File: config.mk
export PLATFORM = sky130hd
export DESIGN_NAME = yrv_aux_uart_rx
export DESIGN_NICKNAME = d
export VERILOG_FILES = /design/src/rtl/yrv_aux_uart_pkg.sv /design/src/rtl/yrv_sync_fifo.sv /design/src/rtl/yrv_aux_uart_rx.sv
export SDC_FILE = /design/constraint.sdc
export NUM_CORES = 1
export LEC_CHECK = 0
export ABC_AREA = 1
export ABC_CLOCK_PERIOD_IN_PS = 2000
export CORE_UTILIZATION = 29
export DETAILED_ROUTE_END_ITERATION = 10
export PLACE_DENSITY_LB_ADDON = 0.08
export SYNTH_ARGS = -nofsm -noshare
export SYNTH_HDL_FRONTEND = slang
export SYNTH_SLANG_ARGS = --single-unit
File: constraint.sdc
create_clock -name clk -period 2 [get_ports clk]
set_clock_uncertainty 0.05 [all_clocks]
set_input_delay 0.2 -clock clk [delete_from_list [all_inputs] [get_ports clk]]
set_output_delay 0.2 -clock clk [all_outputs]
set_load 0.01 [all_outputs]
File: src/rtl/yrv_aux_uart_pkg.sv
// Shared types and constants for the auxiliary UART receive path.
package yrv_aux_uart_pkg;

  typedef enum logic [1:0] {
    IDLE  = 2'd0,
    START = 2'd1,
    DATA  = 2'd2,
    STOP  = 2'd3
  } rx_state_t;

  localparam int OVERSAMPLE = 16;

  // One sample-counter step per oversample tick, wrapping every bit time.
  typedef logic [$clog2(OVERSAMPLE)-1:0] scnt_t;

  // Half a bit after the start edge: middle of the start bit.
  localparam scnt_t MID_START = scnt_t'(7);
  // A full bit after the previous mid-point: middle of the next bit.
  localparam scnt_t MID_BIT   = scnt_t'(15);

endpackage

File: src/rtl/yrv_sync_fifo.sv
// Synchronous FIFO with valid head output; pointers carry an extra wrap bit.
module yrv_sync_fifo #(
  parameter int WIDTH = 8,
  parameter int DEPTH = 4
) (
  input  logic                     clk,
  input  logic                     reset,
  input  logic                     push,
  input  logic [WIDTH-1:0]         push_data,
  input  logic                     pop,
  output logic [WIDTH-1:0]         head_data,
  output logic                     empty,
  output logic                     full,
  output logic [$clog2(DEPTH):0]   count
);

  localparam int AW = $clog2(DEPTH);

  logic [AW:0]      wr_ptr_q, wr_ptr_d;
  logic [AW:0]      rd_ptr_q, rd_ptr_d;
  logic [WIDTH-1:0] mem_q [DEPTH];
  logic [WIDTH-1:0] mem_d [DEPTH];
  logic             pop_ok;
  logic             push_ok;

  assign empty     = (wr_ptr_q == rd_ptr_q);
  assign full      = (wr_ptr_q[AW] != rd_ptr_q[AW]) &&
                     (wr_ptr_q[AW-1:0] == rd_ptr_q[AW-1:0]);
  assign count     = wr_ptr_q - rd_ptr_q;
  assign head_data = mem_q[rd_ptr_q[AW-1:0]];

  // Next pointers and storage; a pop frees the slot a full-FIFO push reuses.
  always_comb begin
    // NOTE: every always_comb output gets a default first, so no path can leave it unassigned and infer a latch.
    wr_ptr_d = wr_ptr_q;
    rd_ptr_d = rd_ptr_q;
    mem_d    = mem_q;
    pop_ok   = pop && !empty;
    push_ok  = push && (!full || pop_ok);
    if (push_ok) begin
      mem_d[wr_ptr_q[AW-1:0]] = push_data;
      wr_ptr_d                = wr_ptr_q + 1'b1;
    end
    if (pop_ok) begin
      rd_ptr_d = rd_ptr_q + 1'b1;
    end
  end

  // State registers with synchronous reset.
  always_ff @(posedge clk) begin
    // NOTE: sequential state uses non-blocking assignments so every flop samples pre-edge values.
    if (reset) begin
      wr_ptr_q <= '0;
      rd_ptr_q <= '0;
      // NOTE: storage is reset too because head_data is visible while empty and must never be X.
      mem_q    <= '{default: '0};
    end else begin
      wr_ptr_q <= wr_ptr_d;
      rd_ptr_q <= rd_ptr_d;
      mem_q    <= mem_d;
    end
  end

endmodule

File: src/rtl/yrv_aux_uart_rx.sv
// 8N1 receiver for the auxiliary serial pin: 16x oversampling, byte FIFO.
module yrv_aux_uart_rx
  import yrv_aux_uart_pkg::*;
#(
  parameter int DIV_W      = 16,
  parameter int FIFO_DEPTH = 4
) (
  input  logic             clk,
  input  logic             reset,
  input  logic             rx_en,
  input  logic [DIV_W-1:0] baud_div,
  input  logic             aux_uart_rx,
  input  logic             rx_ready,
  output logic             rx_valid,
  output logic [7:0]       rx_data,
  output logic             rx_busy,
  output logic             frame_err,
  output logic             overrun
);

  rx_state_t        state_q, state_d;
  logic             rx_meta_q, rx_meta_d;
  logic             rxs_q, rxs_d;
  logic [DIV_W-1:0] tcnt_q, tcnt_d;
  scnt_t            scnt_q, scnt_d;
  logic [2:0]       bcnt_q, bcnt_d;
  logic [7:0]       shreg_q, shreg_d;
  logic             frame_err_q, frame_err_d;
  logic             overrun_q, overrun_d;

  logic             tick_run;
  logic             tick;
  logic [DIV_W-1:0] reload;
  logic             push;
  logic             pop;
  logic             fifo_empty;
  logic             fifo_full;
  // Occupancy is not consumed by the I/O register block yet.
  logic [$clog2(FIFO_DEPTH):0] fifo_count_unused;

  assign rx_busy   = (state_q != IDLE);
  assign rx_valid  = !fifo_empty;
  assign pop       = rx_valid && rx_ready;
  assign frame_err = frame_err_q;
  assign overrun   = overrun_q;

  // Two-flop synchronizer on the asynchronous pin.
  always_comb begin
    rx_meta_d = aux_uart_rx;
    rxs_d     = rx_meta_q;
  end

  // Oversample tick: counts down only while a frame is being received.
  always_comb begin
    reload   = (baud_div == '0) ? '0 : baud_div - DIV_W'(1);
    tick_run = rx_en && (state_q != IDLE);
    tick     = tick_run && (tcnt_q == '0);
    tcnt_d   = (!tick_run || tick) ? reload : tcnt_q - DIV_W'(1);
  end

  // Frame FSM: next state, counters, shift register and push/error strobes.
  always_comb begin
    state_d     = state_q;
    scnt_d      = scnt_q;
    bcnt_d      = bcnt_q;
    shreg_d     = shreg_q;
    push        = 1'b0;
    frame_err_d = 1'b0;
    unique case (state_q)
      IDLE: begin
        if (!rxs_q) begin
          state_d = START;
          scnt_d  = '0;
        end
      end
      START: begin
        if (tick) begin
          if (scnt_q == MID_START) begin
            if (rxs_q) begin
              state_d = IDLE;
            end else begin
              state_d = DATA;
              scnt_d  = '0;
              bcnt_d  = '0;
            end
          end else begin
            scnt_d = scnt_q + 1'b1;
          end
        end
      end
      DATA: begin
        if (tick) begin
          scnt_d = scnt_q + 1'b1;
          if (scnt_q == MID_BIT) begin
            shreg_d = {rxs_q, shreg_q[7:1]};
            bcnt_d  = bcnt_q + 1'b1;
            if (bcnt_q == 3'd7) state_d = STOP;
          end
        end
      end
      STOP: begin
        if (tick) begin
          scnt_d = scnt_q + 1'b1;
          if (scnt_q == MID_BIT) begin
            state_d     = IDLE;
            push        = rxs_q;
            frame_err_d = !rxs_q;
          end
        end
      end
      default: state_d = IDLE;
    endcase
    // Disabling the receiver abandons any partial frame silently.
    if (!rx_en) begin
      state_d     = IDLE;
      push        = 1'b0;
      frame_err_d = 1'b0;
    end
    overrun_d = push && fifo_full && !pop;
  end

  // Receiver state registers with synchronous reset.
  always_ff @(posedge clk) begin
    if (reset) begin
      state_q     <= IDLE;
      rx_meta_q   <= 1'b1;
      rxs_q       <= 1'b1;
      tcnt_q      <= '0;
      scnt_q      <= '0;
      bcnt_q      <= '0;
      shreg_q     <= '0;
      frame_err_q <= 1'b0;
      overrun_q   <= 1'b0;
    end else begin
      state_q     <= state_d;
      rx_meta_q   <= rx_meta_d;
      rxs_q       <= rxs_d;
      tcnt_q      <= tcnt_d;
      scnt_q      <= scnt_d;
      bcnt_q      <= bcnt_d;
      shreg_q     <= shreg_d;
      frame_err_q <= frame_err_d;
      overrun_q   <= overrun_d;
    end
  end

  yrv_sync_fifo #(
    .WIDTH (8),
    .DEPTH (FIFO_DEPTH)
  ) u_rx_fifo (
    .clk       (clk),
    .reset     (reset),
    .push      (push),
    .push_data (shreg_q),
    .pop       (pop),
    .head_data (rx_data),
    .empty     (fifo_empty),
    .full      (fifo_full),
    .count     (fifo_count_unused)
  );

endmodule

**Run 1: met1 routing**

Drawn at 3 px/µm. Supply wires on this layer in gray.
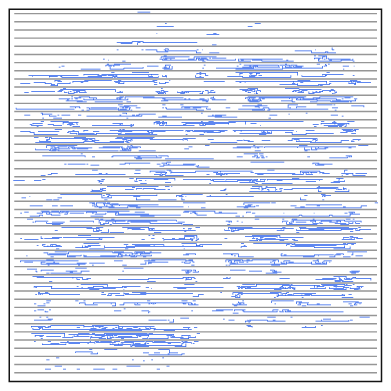
longest straight run	35.9 µm
main direction	horizontal
nets with wire on the layer	694
vias after detailed routing: 4031
detailed-route wire length: 11.0 mm
GRT met1 Usage: 18.8%

**Run 1: signal wires on met2**

Drawn at 2 px/µm. Cells faint in the background.
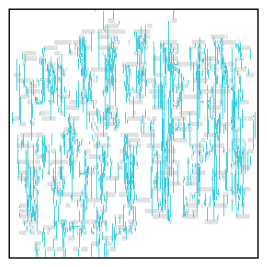
main direction	vertical
longest straight run	67.3 µm
nets with wire on the layer	578
wire length on this layer	5230 µm
met2 demand-to-capacity share in global routing: 26.6%

**Run 1: signal wires on met3**

Drawn at 3 px/µm.
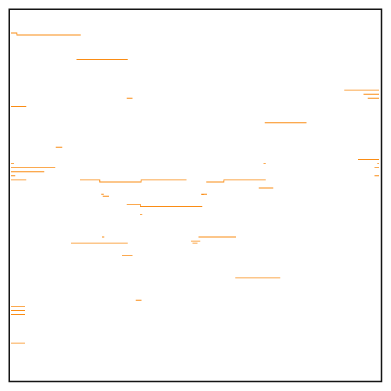
nets with wire on the layer	27
main direction	horizontal
wire length on this layer	286 µm
longest straight run	21.2 µm
share of all routed wire	2.6%

==> run 1: layout by cell type (no fill, tap or decap), types with 4 or more instances in the layout <==
cell,Yosys,layout
sky130_fd_sc_hd__xor2_1,12,12
sky130_fd_sc_hd__clkbuf_16,0,9
sky130_fd_sc_hd__nor3_1,8,8
sky130_fd_sc_hd__nor2_1,141,140
sky130_fd_sc_hd__nand2_1,184,183
sky130_fd_sc_hd__dfxtp_1,75,73
sky130_fd_sc_hd__ha_1,11,11
sky130_fd_sc_hd__nand3_1,17,17
sky130_fd_sc_hd__o21ai_0,25,25
sky130_fd_sc_hd__a21oi_1,52,51
sky130_fd_sc_hd__nor2_2,7,6
sky130_fd_sc_hd__xnor2_1,10,10
sky130_fd_sc_hd__nand4_4,4,4
sky130_fd_sc_hd__dlygate4sd2_1,0,8
sky130_fd_sc_hd__inv_1,69,69
sky130_fd_sc_hd__buf_4,1,26
sky130_fd_sc_hd__clkdlybuf4s50_1,0,23
==> run 1: routing by layer <==
layer	wire length, µm	track usage [%]	vias to the layer above
met5	0	0	-
met4	186	6.33	0
met3	286	3.57	16
met2	5230	26.6	45
met1	5300	18.8	1806
li1	-	-	2164
==> run 1: state kept, by name, indices dropped and copies added, names as in the netlist, named ones only <==
signal,cells
u_rx_fifo.mem_q,32
tcnt_q,16
shreg_q,8
scnt_q,4
bcnt_q,3
u_rx_fifo.rd_ptr_q,3
u_rx_fifo.wr_ptr_q,3
frame_err,1
overrun,1
rx_meta_q,1
rxs_q,1
state_q,1
==> run 1: power breakdown <==
part           switching, mW  total, mW  internal [mW]
clock                  0.661       1.76           1.09
combinational          0.291      0.504          0.213
sequential            0.0353       1.56           1.53
total                  0.987       3.82           2.83
==> summary.rpt, run 1 <==
==== FLOW RESULTS ====
----------------------------------------------------
[Synthesis]
  Cell type with the highest aggregate area in the netlist ........................ sky130_fd_sc_hd__dfxtp_1
  Flip-flops with a built-in enable ........................ 0
  Area contributors post-synth ........................ sky130_fd_sc_hd__dfxtp_1 35%, sky130_fd_sc_hd__nand2_1 16%, sky130_fd_sc_hd__nor2_1 12%
  Fraction of synthesized area in multiplexers ........................ 0%
  Dominant cell by count in the synthesized netlist ........................ sky130_fd_sc_hd__nand2_1
  Post-synthesis share of cell area spent on full adders, half adders and majority gates ........................ 3.21%
  Simple-gate area share of the yosys netlist ........................ a little under two fifths
  Cell area after synthesis ........................ 4290 µm²
  Post-synthesis chip area from yosys ........................ 4290 µm²
  Number of warnings printed during yosys synthesis ........................ 0
  Instance count of the mapped netlist ........................ approximately 660
  Post-synthesis sequential area ratio ........................ between 30% and 40%
  Xor and xnor fraction of the mapped netlist area ........................ around 4.5%
  Flops out of synthesis ........................ between 70 and 80
  Count of instantiated cells in the yosys netlist ........................ about 660
  Main kind of combinational logic by area ........................ simple AND/OR/NAND/NOR gates
  Commonest cells in the synthesized netlist ........................ 184 x sky130_fd_sc_hd__nand2_1, 141 x sky130_fd_sc_hd__nor2_1, 75 x sky130_fd_sc_hd__dfxtp_1
  Area fraction in compound gates ........................ 10.4%
  Post-Syn Area per Cell ........................ roughly 6.5 µm²
  Async SR Flop Fraction ........................ 0%
  Fraction of post-synthesis cell area in the top cell type by area ........................ 35.0%
  Post-synthesis net count ........................ 689
  Main flop type after synthesis ........................ sky130_fd_sc_hd__dfxtp_1
  Library cells used by synthesis ........................ 35

[Pwr]
  Overall Power ........................ 3.82 mW
  Power density of the placed cells ........................ ~720 nW/µm²
  Leakage power total ........................ 2.59 nW
  Worst ir drop on vdd ........................ 0.000395 V

[Critical path]
  Most used cell along the critical path ........................ sky130_fd_sc_hd__nand2_1
  Slowest cell on crit path ........................ sky130_fd_sc_hd__dfxtp_2
  Number of logic stages on the critical path including buffering ........................ 7
  CP Cell Sequence ........................ inv_4, buf_4, nand2_1, nand2_1, nor2_4, nand2_1, dlygate4sd2_1
  Required arrival time at the worst endpoint ........................ 1750 ps
  Capture instance of the worst register-to-register path ........................ u_rx_fifo.mem_q[19]$_SDFFE_PP0P_
  Launching element of the worst setup path ........................ u_rx_fifo.rd_ptr_q[1]$_SDFFE_PP0P_
  Destination of the critical timing path ........................ rx_valid
  Buffering stage count on the worst path with inverters included ........................ 3
  Highest cell delay on the worst timing path ........................ 360 ps
  Slack of the worst reg-to-reg path ........................ 120 ps
  Reg2reg path depth ........................ 9
  Critical path class ........................ register to output port
  Data arrival time of the critical path ........................ between 1500 and 2000 ps
  Critical Path Start Type ........................ register
  Critical register-to-register path startpoint ........................ u_rx_fifo.rd_ptr_q[1]$_SDFFE_PP0P_
  Critical path peak fanout ........................ 9
  CP Capture Type ........................ output port
  Gate family responsible for the most delay along the worst path ........................ buffers and inverters

[Finish]
  Post-Layout Cell Count ........................ 903
  Final-layout fill cell count ........................ 1588
  Fraction of area in clock buffers and inverters ........................ roughly 6.0%
  Count of antenna diodes in the layout ........................ 0
  Fraction of final layout cells with drive strength greater than 1 ........................ 10.3%
  Non-Clock Buffer Area Fraction ........................ 10.9%
  Nonclk inv count ........................ around 73
  Sequential cell area ........................ ~1500 µm²
  Gate Area ........................ 2410 µm²
  Top cell class by occupied area ........................ multi-input combinational cells
  Clock buffer instance count of the final layout ........................ 10
  Multi-Input Combinational ........................ 493
  Number of nets in the final layout ........................ 746
  Final Instance Area ........................ 5330 µm²
  Bufs w/o clock ........................ between 60 and 70
  Core Util, Final ........................ 36.8%
  Multi-input gate share of total cell area ........................ between 40% and 50%
  Synthesis-to-layout area growth ........................ 24.2%
  Fraction of standard cell area that is sequential ........................ 28.3%
  Flip-flop and latch count ........................ 75

[STA]
  Count of final setup violators ........................ 0
  Worst-margin pin slew ........................ 397 ps
  Setup slack after layout ........................ between 100 and 150 ps
  Highest attainable clock frequency ........................ 528 MHz
  Number of endpoints with negative hold slack in the final report ........................ 0
  Unrepaired setup endpoints after global routing ........................ yes
  Share of the cycle needed by the critical path after routing ........................ 94.8%
  Time the final worst path needs with I/O delays and setup ........................ between 1500 and 2000 ps
  Count of final max-slew check failures ........................ 0
  Worst-case hold slack ........................ 360 ps
  Post-route setup TNS ........................ 0 ps
  Slew HR ........................ roughly three quarters

[Worst hold path]
  Endpoint of the worst hold-timing path ........................ rxs_q$_SDFF_PP1_
  Number of cells on the worst hold path ........................ 1
  Beginning of the worst hold path ........................ rx_meta_q$_SDFF_PP1_
  Hold crit path type ........................ register to register

[Place]
  Total half-perimeter wirelength after legalization and detailed placement ........................ 7.96 mm
  Instance count after placement with tap cells included ........................ between 800 and 900
  RD Place Congestion ........................ 0.781
  Dpl ws ........................ around 34 ps
  Port buffer count ........................ 32
  Total cell area at the placement stage ........................ 4910 µm²

[Floorplan]
  Die Span X ........................ 124 µm
  Area inside the core boundary ........................ 14500 µm²
  Total die size ........................ 15300 µm²
  Boundary Pins ........................ 33
  Vertical die size ........................ between 100 and 150 µm
  Row count ........................ around 44
  Floorplan core density ........................ roughly 30%
  Tapcells inserted ........................ 184

[Detailed routing]
  # DRC ........................ 0
  Drt first-iter violations ........................ 186
  Number of vias per cell ........................ 4.46
  DRT Pass-1 Iters ........................ 4
  WL/cell ........................ 12.2 µm
  Number of nets with antenna violations after detailed routing ........................ 0

[Flow run]
  Warning total across the stage logs ........................ 31
  Max-cap violations ........................ 0

[Clock network]
  Cell at the root of the clock tree ........................ sky130_fd_sc_hd__clkbuf_16
  Clock tree from TritonCTS ........................ yes
  Total setup buffers inserted after CTS ........................ 3
  Total number of H-tree levels ........................ 3
  Number of buffers created by CTS ........................ 9
  CTS Buffer Depth ........................ 2
  Quantity of hold-fixing buffers added after cts ........................ 0
  Post-CTS Resized ........................ 17
  Number of sinks handled by clock tree synthesis ........................ 75
  Clock transition time at the flip-flop clock pins of the worst setup and hold paths ........................ 60 ps
  Latency at later pin ........................ approximately 340 ps

[GRT]
  Number of global-route vias before repair ........................ 3807
  Pin count of the biggest net entering global routing ........................ 52
  Global-route congestion overflow total ........................ 0
  GR Util All Layers ........................ between 15 and 20%
  Wire length of the first global-routing pass ........................ 18.1 mm
  Initial antenna violation count ........................ 0

[Outcome]
  Result of the run ........................ complete, no violations

----------------------------------------------------
==> inputs of run 2 (changes only) <==
Settings changed: ABC_AREA 1 to 0, ABC_CLOCK_PERIOD_IN_PS 2000 to 2300.
Clock period 2 ns to 2.3 ns, I/O delays scaled along.
**Run 2: ports around the boundary**

Drawn at 3 px/µm. Pins as bars across the die edge, other pins in gray.
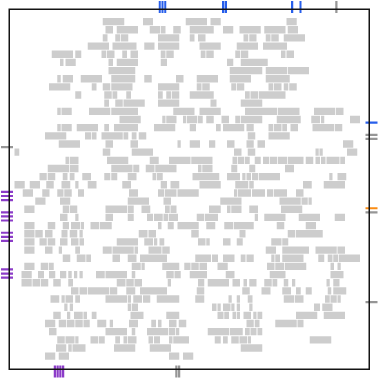
color	port	pins	direction	edge
blue	rx_data	8	output	7 top, 1 right
purple	baud_div	16	input	12 left, 4 bottom
orange	overrun	1	output	right

**Run 2: signal wires on met2**

Drawn at 2 px/µm. Cells faint in the background.
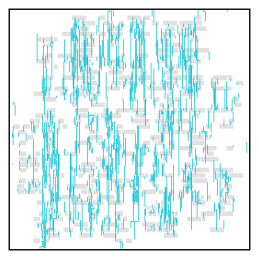
longest straight run	51.8 µm
wire length on this layer	4690 µm

==> summary.rpt, run 2 <==
==== FLOW RESULTS ====
----------------------------------------------------
[Synthesis]
  Main kind of combinational logic by area ........................ simple AND/OR/NAND/NOR gates (unchanged)
  Area fraction in compound gates ........................ 12.0% (was 10.4%)
  Simple-gate area share of the yosys netlist ........................ 31.2% (was 37.3%)
  Area contributors post-synth ........................ sky130_fd_sc_hd__dfxtp_1 38%, sky130_fd_sc_hd__nand3b_1 7.1%, sky130_fd_sc_hd__o21ai_0 4.5% (was sky130_fd_sc_hd__dfxtp_1 35%, sky130_fd_sc_hd__nand2_1 16%, sky130_fd_sc_hd__nor2_1 12%)
  Cell type with the highest aggregate area in the netlist ........................ sky130_fd_sc_hd__dfxtp_1 (unchanged)
  Post-synthesis sequential area ratio ........................ 37.5% (was 35.0%)
  Cell area after synthesis ........................ 4000 µm² (was 4290 µm²)
  Commonest cells in the synthesized netlist ........................ 75 x sky130_fd_sc_hd__dfxtp_1, 38 x sky130_fd_sc_hd__nand3b_1, 36 x sky130_fd_sc_hd__nor2_1, 36 x sky130_fd_sc_hd__o21ai_0, 23 x sky130_fd_sc_hd__nand2_1 (was 184 x sky130_fd_sc_hd__nand2_1, 141 x sky130_fd_sc_hd__nor2_1, 75 x sky130_fd_sc_hd__dfxtp_1)
  Async SR Flop Fraction ........................ 0% (unchanged)
  Instance count of the mapped netlist ........................ 434 (was 657)
  Number of warnings printed during yosys synthesis ........................ 0 (unchanged)
  Fraction of synthesized area in multiplexers ........................ 7.25% (was 0%)
  Post-synthesis chip area from yosys ........................ 4000 µm² (was 4290 µm²)
  Post-synthesis share of cell area spent on full adders, half adders and majority gates ........................ 3.44% (was 3.21%)
  Flops out of synthesis ........................ 75 (unchanged)
  Count of instantiated cells in the yosys netlist ........................ 434 (was 657)
  Dominant cell by count in the synthesized netlist ........................ sky130_fd_sc_hd__dfxtp_1 (was sky130_fd_sc_hd__nand2_1)
  Library cells used by synthesis ........................ 58 (was 35)
  Main flop type after synthesis ........................ sky130_fd_sc_hd__dfxtp_1 (unchanged)
  Fraction of post-synthesis cell area in the top cell type by area ........................ 37.5% (was 35.0%)
  Xor and xnor fraction of the mapped netlist area ........................ 5.91% (was 4.49%)
  Post-Syn Area per Cell ........................ 9.22 µm² (was 6.53 µm²)
  Flip-flops with a built-in enable ........................ 0 (unchanged)
  Post-synthesis net count ........................ 466 (was 689)

[Critical path]
  Gate family responsible for the most delay along the worst path ........................ buffers and inverters (unchanged)
  Slack of the worst reg-to-reg path ........................ 100 ps (was 120 ps)
  Reg2reg path depth ........................ 7 (was 9)
  Critical register-to-register path startpoint ........................ tcnt_q[1]$_SDFF_PP0_ (was u_rx_fifo.rd_ptr_q[1]$_SDFFE_PP0P_)
  Buffering stage count on the worst path with inverters included ........................ 2 (was 3)
  Data arrival time of the critical path ........................ 1930 ps (was 1650 ps)
  Slowest cell on crit path ........................ sky130_fd_sc_hd__mux4_2 (was sky130_fd_sc_hd__dfxtp_2)
  CP Cell Sequence ........................ buf_4, mux4_2, clkdlybuf4s50_1 (was inv_4, buf_4, nand2_1, nand2_1, nor2_4, nand2_1, dlygate4sd2_1)
  Critical path peak fanout ........................ 11 (was 9)
  CP Capture Type ........................ output port (unchanged)
  Capture instance of the worst register-to-register path ........................ u_rx_fifo.wr_ptr_q[1]$_SDFFE_PP0P_ (was u_rx_fifo.mem_q[19]$_SDFFE_PP0P_)
  Highest cell delay on the worst timing path ........................ 550 ps (was 360 ps)
  Critical path class ........................ register to output port (unchanged)
  Critical Path Start Type ........................ register (unchanged)
  Required arrival time at the worst endpoint ........................ 2020 ps (was 1750 ps)

[STA]
  Highest attainable clock frequency ........................ 452 MHz
  Worst-margin pin slew ........................ 409 ps (was 397 ps)
  Worst-case hold slack ........................ 255 ps (was 360 ps)
  Setup slack after layout ........................ 85.2 ps (was 104 ps)
  Time the final worst path needs with I/O delays and setup ........................ 2210 ps
  Number of endpoints with negative hold slack in the final report ........................ 0 (unchanged)
  Share of the cycle needed by the critical path after routing ........................ 96.3%
  Count of final setup violators ........................ 0 (unchanged)
  Unrepaired setup endpoints after global routing ........................ yes (unchanged)
  Count of final max-slew check failures ........................ 0 (unchanged)
  Slew HR ........................ 72.7% (was 73.5%)

[GRT]
  Pin count of the biggest net entering global routing ........................ 65 (was 52)
  Global-route congestion overflow total ........................ 0 (unchanged)
  Global route hottest layer ........................ met2 (unchanged)
  Number of global-route vias before repair ........................ 3445 (was 3807)
  GRT met1 Usage ........................ 21.9% (was 18.8%)
  Grt met3 use ........................ 2.49% (was 3.57%)
  Wire length of the first global-routing pass ........................ 17.6 mm (was 18.1 mm)
  Met2 demand-to-capacity share in global routing ........................ 24.1% (was 26.6%)
  GR Util All Layers ........................ 15.8% (was 15.6%)
  Initial antenna violation count ........................ 0 (unchanged)

[Detailed routing]
  Detailed-routing wirelength on met1 ........................ 5.24 mm (was 5.30 mm)
  Uppermost signal routing layer after detailed routing ........................ met4 (unchanged)
  WL/cell ........................ 14.9 µm (was 12.2 µm)
  Routed met3 length ........................ 251 µm (was 286 µm)
  Vias after detailed routing ........................ 3425 (was 4031)
  # DRC ........................ 0 (unchanged)
  Met2 WL ........................ 4.69 mm (was 5.23 mm)
  Number of nets with antenna violations after detailed routing ........................ 0 (unchanged)
  Drt first-iter violations ........................ 170 (was 186)
  Number of vias per cell ........................ 4.95 (was 4.46)
  Detailed-route wire length ........................ 10.3 mm (was 11.0 mm)
  DRT Pass-1 Iters ........................ 6 (was 4)

[Floorplan]
  Floorplan core density ........................ 30.0% (was 29.6%)
  Total die size ........................ 14300 µm² (was 15300 µm²)
  Boundary Pins ........................ 33 (unchanged)
  Vertical die size ........................ 119 µm (was 124 µm)
  Area inside the core boundary ........................ 13300 µm² (was 14500 µm²)
  Row count ........................ 42 (was 44)
  Die Span X ........................ 119 µm (was 124 µm)

[Finish]
  Number of nets in the final layout ........................ 543 (was 746)
  Post-Layout Cell Count ........................ 692 (was 903)
  Max reg flops ........................ 32 (unchanged)
  Final-layout fill cell count ........................ 1385 (was 1588)
  Fraction of final layout cells with drive strength greater than 1 ........................ 18.8% (was 10.3%)
  Count of antenna diodes in the layout ........................ 0 (unchanged)
  Most common logic cells in the final layout ........................ 75 x sky130_fd_sc_hd__dfxtp_1, 48 x sky130_fd_sc_hd__buf_4, 38 x sky130_fd_sc_hd__nand3b_1 (was 183 x sky130_fd_sc_hd__nand2_1, 140 x sky130_fd_sc_hd__nor2_1, 73 x sky130_fd_sc_hd__dfxtp_1)
  Synthesis-to-layout area growth ........................ 30.4% (was 24.2%)
  Top reg by flops ........................ u_rx_fifo.mem_q (unchanged)
  Largest registers ........................ u_rx_fifo.mem_q: 32 flops, tcnt_q: 16 flops, shreg_q: 8 flops (unchanged)
  Most common cell after layout, fill and taps aside ........................ sky130_fd_sc_hd__dfxtp_1 (was sky130_fd_sc_hd__nand2_1)

[Worst hold path]
  Number of cells on the worst hold path ........................ 2 (was 1)
  Beginning of the worst hold path ........................ reset (was rx_meta_q$_SDFF_PP1_)
  Endpoint of the worst hold-timing path ........................ tcnt_q[3]$_SDFF_PP0_ (was rxs_q$_SDFF_PP1_)
  Hold crit path type ........................ input pin to register (was register to register)

[Flow run]
  Warning total across the stage logs ........................ 31 (unchanged)
  Max-cap violations ........................ 0 (unchanged)

[Pwr]
  Leakage power total ........................ 1.93 nW (was 2.59 nW)
  Power density of the placed cells ........................ 607 nW/µm² (was 718 nW/µm²)
  Overall Power ........................ 3.17 mW (was 3.82 mW)
  Worst ir drop on vdd ........................ 0.000317 V (was 0.000395 V)

[Clock network]
  Latency at later pin ........................ 340 ps (about the same)
  Number of sinks handled by clock tree synthesis ........................ 75 (unchanged)
  Clock transition time at the flip-flop clock pins of the worst setup and hold paths ........................ 60 ps (about the same)
  Total number of H-tree levels ........................ 3 (unchanged)
  Clock tree from TritonCTS ........................ yes (unchanged)
  Total setup buffers inserted after CTS ........................ 0 (was 3)
  Cell at the root of the clock tree ........................ sky130_fd_sc_hd__clkbuf_16 (unchanged)
  Quantity of hold-fixing buffers added after cts ........................ 0 (unchanged)
  CTS Buffer Depth ........................ 2 (unchanged)
  Post-CTS Resized ........................ 0 (was 17)
  Number of buffers created by CTS ........................ 9 (unchanged)

[Place]
  Instance count after placement with tap cells included ........................ 676 (was 880)
  RD Place Congestion ........................ 0.778 (was 0.781)
  Port buffer count ........................ 32 (unchanged)
  Total half-perimeter wirelength after legalization and detailed placement ........................ 7.35 mm (was 7.96 mm)
  Dpl ws ........................ -97.3 ps (was 33.8 ps)

[Outcome]
  Result of the run ........................ complete, no violations (unchanged)

----------------------------------------------------
==> run 2: through the flow <==
stage / area, µm² / TNS (ps) / util [%]
3_3_place_gp: 4880 / -215 / 36.6
6_report: 5220 / 0 / 39.1
2_1_floorplan: 4000 / 0 / -
4_1_cts: 5210 / 0 / 39.0
5_1_grt: 5220 / -23.6 / 39.1
3_5_place_dp: 4880 / -322 / 36.6
==> run 2: layout make-up <==
class / count / area (µm²) / share of cell area [%]
multi-input combinational: 334 / 2410 / 46.1
timing repair buffer: 83 / 736 / 14.1
inverter: 8 / 30.0 / 0.575
sequential: 75 / 1500 / 28.8
clock inverter: 7 / 98.8 / 1.89
clock buffer: 9 / 225 / 4.32
tap: 176 / 220 / 4.22
==> run 2: how the worst max path moves through the flow <==
stage	endpoint	slack, ps	from	depth (start not counted)
floorplan	u_rx_fifo.wr_ptr_q[1]$_SDFFE_PP0P_	70	tcnt_q[0]$_SDFF_PP0_	7
global placement	u_rx_fifo.wr_ptr_q[1]$_SDFFE_PP0P_	-100	rx_en	6
detailed placement	u_rx_fifo.wr_ptr_q[1]$_SDFFE_PP0P_	-100	rx_en	6
CTS	u_rx_fifo.wr_ptr_q[1]$_SDFFE_PP0P_	10	tcnt_q[1]$_SDFF_PP0_	7
global route	u_rx_fifo.wr_ptr_q[1]$_SDFFE_PP0P_	-20	tcnt_q[1]$_SDFF_PP0_	7
finish	rx_data[3]	90	u_rx_fifo.rd_ptr_q[0]$_SDFFE_PP0P_	3
==> run 2: power by group <==
part | switching (mW) | leakage, nW | total, mW | internal [mW]
registers | 0.0214 | 0.609 | 1.34 | 1.32
clock network | 0.580 | 0.156 | 1.54 | 0.957
logic | 0.138 | 1.17 | 0.291 | 0.153
total | 0.740 | 1.93 | 3.17 | 2.43
Power is estimated from default activity; no workload was simulated.
